Sequential cells coloured by netlist name:
Bar = 20 um.
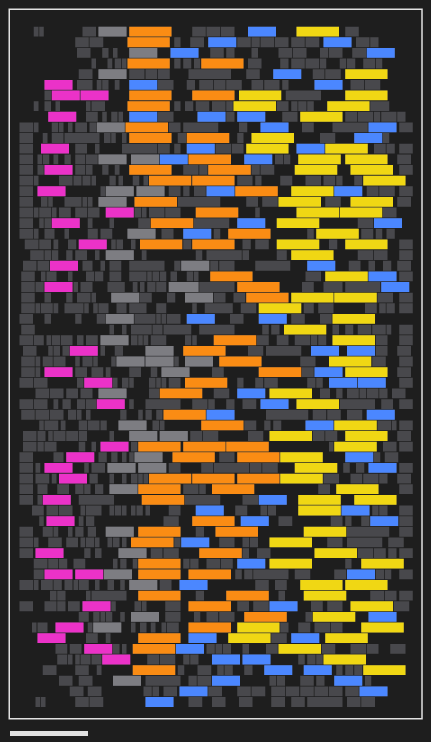
Clock distribution:
Bar = 20 um.
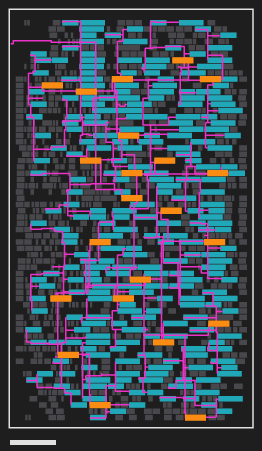
## src/rtl/fetch_stage_if.sv

```systemverilog
// Shared types and the instruction-memory bus for the fetch stage.
// The package carries the fetch-to-decode record so that the stage and its
// consumers agree on one layout. The interface groups the synchronous
// instruction-memory read port: request and address from fetch, data back
// one cycle later.

package fetch_stage_pkg;

  // Record handed from fetch to decode; pc_r=1 marks a bubble or squashed slot.
  typedef struct packed {
    logic [31:0] pc_value;
    logic [31:0] instruction_value;
    logic        pc_r;
  } fe_to_de_s;

endpackage

interface fetch_stage_if;

  logic        imem_en;
  logic [31:0] imem_addr;
  logic [31:0] imem_rdata;

  // Fetch side: issues requests, consumes read data.
  modport master (
    output imem_en,
    output imem_addr,
    input  imem_rdata
  );

  // Memory side: accepts requests, returns read data one cycle later.
  modport slave (
    input  imem_en,
    input  imem_addr,
    output imem_rdata
  );

endinterface

```

## src/rtl/fetch_stage.sv

```systemverilog
// Instruction fetch stage of the 5-stage RISC-V pipeline.
// Holds the PC, issues one word read per cycle to a 1-cycle-latency memory,
// buffers returned words in a 2-entry FIFO so decode stalls never lose data,
// and squashes stale responses after a redirect using a 1-bit epoch.
// Occupancy (FIFO entries plus the in-flight read) is capped at 2 by only
// withholding issue while stalled and full, so the FIFO cannot overflow.

module fetch_stage
  import fetch_stage_pkg::*;
#(
  parameter logic [31:0] RESET_PC  = 32'h0000_0000,
  parameter logic [31:0] NOP_INSTR = 32'h0000_0013
) (
  input  logic                clk,
  input  logic                rst,
  input  logic                stall_f,
  input  logic                pc_r,
  input  logic [31:0]         pc_target,
  fetch_stage_if.master       imem,
  output fe_to_de_s           fe_to_de
);

  localparam fe_to_de_s BUBBLE = '{
    pc_value:          32'h0000_0000,
    instruction_value: NOP_INSTR,
    pc_r:              1'b1
  };

  // Architectural fetch state.
  logic [31:0] fetch_pc_r;
  logic        epoch_r;

  // Record of the read issued last cycle, whose data arrives this cycle.
  logic        infl_valid_r;
  logic [31:0] infl_pc_r;
  logic        infl_epoch_r;

  // Two-entry word buffer used while decode is stalled.
  logic [31:0] fifo_pc_r    [2];
  logic [31:0] fifo_instr_r [2];
  logic        fifo_rd_ptr_r;
  logic        fifo_wr_ptr_r;
  logic [1:0]  fifo_count_r;

  // Registered output slot.
  fe_to_de_s   fe_out_r;

  // Combinational control.
  logic [1:0]  occupancy_s;
  logic        fifo_empty_s;
  logic        issue_s;
  logic        resp_accept_s;
  logic        fifo_push_s;
  logic        fifo_pop_s;
  logic [31:0] redirect_pc_s;
  fe_to_de_s   fifo_head_s;

  // Issue, accept, push and pop decisions for this cycle.
  always_comb begin
    occupancy_s   = 2'd0;
    fifo_empty_s  = 1'b1;
    issue_s       = 1'b0;
    resp_accept_s = 1'b0;
    fifo_push_s   = 1'b0;
    fifo_pop_s    = 1'b0;
    redirect_pc_s = pc_target & 32'hFFFF_FFFC;

    occupancy_s  = fifo_count_r + {1'b0, infl_valid_r};
    fifo_empty_s = (fifo_count_r == 2'd0);

    // Withhold issue only when stalled with two words already owed.
    if (!rst && !pc_r && !(stall_f && (occupancy_s == 2'd2))) begin
      issue_s = 1'b1;
    end else begin
      issue_s = 1'b0;
    end

    // A response is kept only if it belongs to the current epoch and no
    // redirect squashes it in the very cycle it arrives.
    if (!rst && !pc_r && infl_valid_r && (infl_epoch_r == epoch_r)) begin
      resp_accept_s = 1'b1;
    end else begin
      resp_accept_s = 1'b0;
    end

    if (!rst && !pc_r && !stall_f && !fifo_empty_s) begin
      fifo_pop_s = 1'b1;
    end else begin
      fifo_pop_s = 1'b0;
    end

    // Bypass straight to the output when decode is free and nothing queued.
    if (resp_accept_s && (stall_f || !fifo_empty_s)) begin
      fifo_push_s = 1'b1;
    end else begin
      fifo_push_s = 1'b0;
    end
  end

  // Head-of-FIFO view as a ready-to-load output record.
  always_comb begin
    fifo_head_s                   = BUBBLE;
    fifo_head_s.pc_value          = fifo_pc_r[fifo_rd_ptr_r];
    fifo_head_s.instruction_value = fifo_instr_r[fifo_rd_ptr_r];
    fifo_head_s.pc_r              = 1'b0;
  end

  // PC and epoch: reset, redirect (toggles epoch), or advance on issue.
  always_ff @(posedge clk) begin
    if (rst) begin
      fetch_pc_r <= RESET_PC;
      epoch_r    <= 1'b0;
    end else if (pc_r) begin
      fetch_pc_r <= redirect_pc_s;
      epoch_r    <= ~epoch_r;
    end else if (issue_s) begin
      fetch_pc_r <= fetch_pc_r + 32'd4;
      epoch_r    <= epoch_r;
    end else begin
      fetch_pc_r <= fetch_pc_r;
      epoch_r    <= epoch_r;
    end
  end

  // In-flight record for the read issued this cycle.
  always_ff @(posedge clk) begin
    if (rst || pc_r) begin
      infl_valid_r <= 1'b0;
      infl_pc_r    <= 32'h0000_0000;
      infl_epoch_r <= 1'b0;
    end else if (issue_s) begin
      infl_valid_r <= 1'b1;
      infl_pc_r    <= fetch_pc_r;
      infl_epoch_r <= epoch_r;
    end else begin
      infl_valid_r <= 1'b0;
      infl_pc_r    <= infl_pc_r;
      infl_epoch_r <= infl_epoch_r;
    end
  end

  // FIFO storage: write the accepted response at the write pointer.
  always_ff @(posedge clk) begin
    if (fifo_push_s) begin
      fifo_pc_r[fifo_wr_ptr_r]    <= infl_pc_r;
      fifo_instr_r[fifo_wr_ptr_r] <= imem.imem_rdata;
    end else begin
      fifo_pc_r[fifo_wr_ptr_r]    <= fifo_pc_r[fifo_wr_ptr_r];
      fifo_instr_r[fifo_wr_ptr_r] <= fifo_instr_r[fifo_wr_ptr_r];
    end
  end

  // FIFO pointers and count; reset and redirect flush everything.
  always_ff @(posedge clk) begin
    if (rst || pc_r) begin
      fifo_rd_ptr_r <= 1'b0;
      fifo_wr_ptr_r <= 1'b0;
      fifo_count_r  <= 2'd0;
    end else begin
      fifo_rd_ptr_r <= fifo_rd_ptr_r ^ fifo_pop_s;
      fifo_wr_ptr_r <= fifo_wr_ptr_r ^ fifo_push_s;
      fifo_count_r  <= fifo_count_r + {1'b0, fifo_push_s} - {1'b0, fifo_pop_s};
    end
  end

  // Output slot: bubble on reset/redirect, hold on stall, else FIFO head,
  // bypassed response, or bubble when nothing is available.
  always_ff @(posedge clk) begin
    if (rst) begin
      fe_out_r <= BUBBLE;
    end else if (pc_r) begin
      fe_out_r <= BUBBLE;
    end else if (stall_f) begin
      fe_out_r <= fe_out_r;
    end else if (!fifo_empty_s) begin
      fe_out_r <= fifo_head_s;
    end else if (resp_accept_s) begin
      fe_out_r <= '{pc_value: infl_pc_r, instruction_value: imem.imem_rdata, pc_r: 1'b0};
    end else begin
      fe_out_r <= BUBBLE;
    end
  end

  assign imem.imem_en   = issue_s;
  assign imem.imem_addr = fetch_pc_r;
  assign fe_to_de       = fe_out_r;

endmodule

```

## src/flat_wrapper.sv

```systemverilog
// flat-port wrapper written by rule: the top's interface ports become plain ports
module fetch_stage_flat import fetch_stage_pkg::*;
#(
  parameter logic [31:0] RESET_PC  = 32'h0000_0000,
  parameter logic [31:0] NOP_INSTR = 32'h0000_0013
)
  (clk, rst, stall_f, pc_r, pc_target, fe_to_de, imem_imem_en, imem_imem_addr, imem_imem_rdata);
  fetch_stage_if imem_i ();
  input  logic clk;
  input  logic rst;
  input  logic stall_f;
  input  logic pc_r;
  input  logic [31:0] pc_target;
  output fe_to_de_s fe_to_de;
  output wire logic [$bits(imem_i.imem_en)-1:0] imem_imem_en;
  output wire logic [$bits(imem_i.imem_addr)-1:0] imem_imem_addr;
  input wire logic [$bits(imem_i.imem_rdata)-1:0] imem_imem_rdata;
  assign imem_imem_en = imem_i.imem_en;
  assign imem_imem_addr = imem_i.imem_addr;
  assign imem_i.imem_rdata = imem_imem_rdata;
  fetch_stage #(.RESET_PC(RESET_PC), .NOP_INSTR(NOP_INSTR)) u_core (.clk(clk), .rst(rst), .stall_f(stall_f), .pc_r(pc_r), .pc_target(pc_target), .imem(imem_i), .fe_to_de(fe_to_de));
endmodule
```

## config.mk

```make
export PLATFORM = sky130hd
export DESIGN_NAME = fetch_stage_flat
export DESIGN_NICKNAME = d
export VERILOG_FILES = /design/src/rtl/fetch_stage_if.sv /design/src/rtl/fetch_stage.sv /design/src/flat_wrapper.sv
export SDC_FILE = /design/constraint.sdc
export NUM_CORES = 1
export LEC_CHECK = 0
export CAP_MARGIN = 20
export CORE_ASPECT_RATIO = 1.75
export CORE_MARGIN = 2
export CORE_UTILIZATION = 57
export DETAILED_ROUTE_END_ITERATION = 16
export PLACE_DENSITY_LB_ADDON = 0.12
export SYNTH_ARGS = -nofsm -noshare
export SYNTH_HDL_FRONTEND = slang
export SYNTH_SLANG_ARGS = --single-unit
export TNS_END_PERCENT = 30
```

## constraint.sdc

```tcl
create_clock -name clk -period 6 [get_ports clk]
set_clock_uncertainty 0.2 [all_clocks]
set_input_delay 0.6 -clock clk [delete_from_list [all_inputs] [get_ports clk]]
set_output_delay 0.6 -clock clk [all_outputs]
set_load 0.02 [all_outputs]
```

==> qor_table.md <==
| Parameter | Value |
|:---|:---|
| Cells in synth_stat.txt | 870 |
| Path type of the worst min-delay path | flip-flop to flip-flop |
| Worst path max stage delay | 0.64 ns |
| Final worst path period share | 62.8% |
| Run status | finished clean |
| Largest cells by area | sky130_fd_sc_hd__edfxtp_1, sky130_fd_sc_hd__dfxtp_1, sky130_fd_sc_hd__mux2_2, sky130_fd_sc_hd__a221oi_1, sky130_fd_sc_hd__nor2b_1 |
| Path type of the worst setup path | flip-flop to output pin |
| Actual slew at the worst max-slew pin | 1.05 ns |
| Top cells by count, synth | sky130_fd_sc_hd__dfxtp_1, sky130_fd_sc_hd__edfxtp_1, sky130_fd_sc_hd__nand2_1 |
| Initial antenna violation count | 0 |
| Slowest library cell on the worst path | sky130_fd_sc_hd__xnor2_1 |
| Clk root buf | sky130_fd_sc_hd__clkbuf_16 |
| Max-slew headroom at the worst pin | 30.0% |
| Total congestion overflow | 0 |
| Horiz. Die Dim | 105 um |
| Crit. End Element | output pin |
| Yosys warning tally | 0 |
| Mean instance size in the synthesized netlist | 11.7 sq um |
| WHS Endpoint | u_core.infl_epoch_r |
| Fraction of synthesis flops using an asynchronous set or reset pin | 0% |
| Met1 Usage GRT | 28.8% |
| Clock edge transition at the registers on the reported setup and hold paths | 0.07 ns |
| Number of gates resized after CTS | 0 |
| Leading area contributor after synthesis | sky130_fd_sc_hd__edfxtp_1 |
| Net total in the final layout | 1073 |
| Via count of the first global-routing pass | 7245 |
| Flops after synth | 254 |
| Vias per inst | 5.79 |
| Overall routed net length | 22700 um |
About 'sequential cells coloured by netlist name':
u_core.fifo_instr_r: marked yellow, sequential cells 64, where a column on the right. u_core.fe_to_de: marked blue, sequential cells 63. u_core.imem.imem_addr: marked magenta, sequential cells 30, where a column on the left. u_core.fifo_pc_r: marked orange, sequential cells 60.
Another 37 sequential cells are not coloured.
total sequential power: 0.00189 W
register area: 6330 sq um
share of the core filled with cells: 72.5%
flop share of the area: 49.7%

About 'clock distribution':
cells driving clock nets: marked orange, count 22. clock wires: marked magenta, length 2560 um. flip-flops: marked cyan, count 254.
Position of the flops: widely spread. There are 23 routed clock nets.
clock group share of total power: 40.8%
clock insertion delay at the later pin of the skew report: 0.50 ns

## how the worst max path moves through the flow
| stage | startpoint | end | slack (ns) |
|---|---|---|---|
| detailed placement | pc_r | u_core.fifo_instr_r[0][25] | 2.31 |
| global placement | stall_f | imem_imem_en | 2.32 |
| finish | u_core.fifo_count_r[0] | imem_imem_en | 2.23 |
| global route | u_core.fifo_count_r[0] | imem_imem_en | 2.02 |
| floorplan | u_core.fifo_count_r[1] | u_core.fifo_instr_r[1][0] | 2.51 |
| CTS | u_core.fifo_count_r[0] | imem_imem_en | 2.23 |
## routing by layer
layer	vias up	routed length [um]
met5	-	0
met4	0	729
met2	236	11800
met3	54	978
met1	3471	9250
li1	3454	-
## state kept, by name (all words and copies together), names as in the netlist
name,cells
u_core.fifo_instr_r,64
u_core.fe_to_de,63
u_core.infl_pc_r,30
u_core.imem.imem_addr,30
u_core.fifo_wr_ptr_r,1
u_core.fifo_pc_r,60
u_core.infl_epoch_r,1
u_core.fifo_rd_ptr_r,1
u_core.fifo_count_r,2
u_core.epoch_r,1
u_core.infl_valid_r,1
## final cells by class
| cell class | instances | area [sq um] |
|---|---|---|
| Clock buffer | 27 | 611 |
| Clock inverter | 13 | 166 |
| Fill cell | 1234 | 4810 |
| Inverter | 13 | 48.8 |
| Multi-Input combinational cell | 538 | 3580 |
| Sequential cell | 254 | 6330 |
| Tap cell | 231 | 289 |
| Timing Repair Buffer | 170 | 1700 |
## logic make-up (layout without fill, tap and decap cells)
| group | count (synthesis) | after routing | share of synthesized area (%) |
|---|---|---|---|
| mux | 64 | 64 | 7.00 |
| xor+xnor | 28 | 28 | 2.40 |
| flops | 254 | 254 | 62.0 |
| buf+inv | 81 | 223 | 3.13 |
| compound gates | 143 | 143 | 10.3 |
| fa+ha+maj | 6 | 6 | 0.736 |
| simple gates | 293 | 293 | 14.3 |
| other cells | 1 | 4 | 0.0368 |
## where the power goes
| part | switching (W) | internal [W] |
|---|---|---|
| Clock | 0.000602 | 0.000897 |
| Combinational | 0.000145 | 0.000137 |
| Sequential | 0.0000410 | 0.00185 |
## metrics by stage
| step | worst slack [ns] | total power (W) | instances | hold slack [ns] |
|---|---|---|---|---|
| 6_report | 2.23 | 0.00368 | 1246 | 0.269 |
| 5_1_grt | 2.02 | 0.00379 | 1246 | 0.286 |
| 4_1_cts | 2.23 | 0.00370 | 1246 | 0.273 |
| 3_5_place_dp | 2.31 | 0.00221 | 1206 | 0.257 |
| 3_3_place_gp | 2.32 | 0.00221 | 1206 | 0.247 |
| 2_1_floorplan | 2.51 | 0.00207 | 873 | 0.245 |
## worst max-delay path, delay by kind of cell, from the launching register on
kind / cells / cell delay (ns)
XOR/XNOR: 1 / 0.64
AND-OR/OR-AND: 1 / 0.37
buffers and inverters: 2 / 0.90
adder cells (fa/ha/maj): 1 / 0.23
flip-flops: 1 / 0.33
Power is estimated from default activity; no workload was simulated.
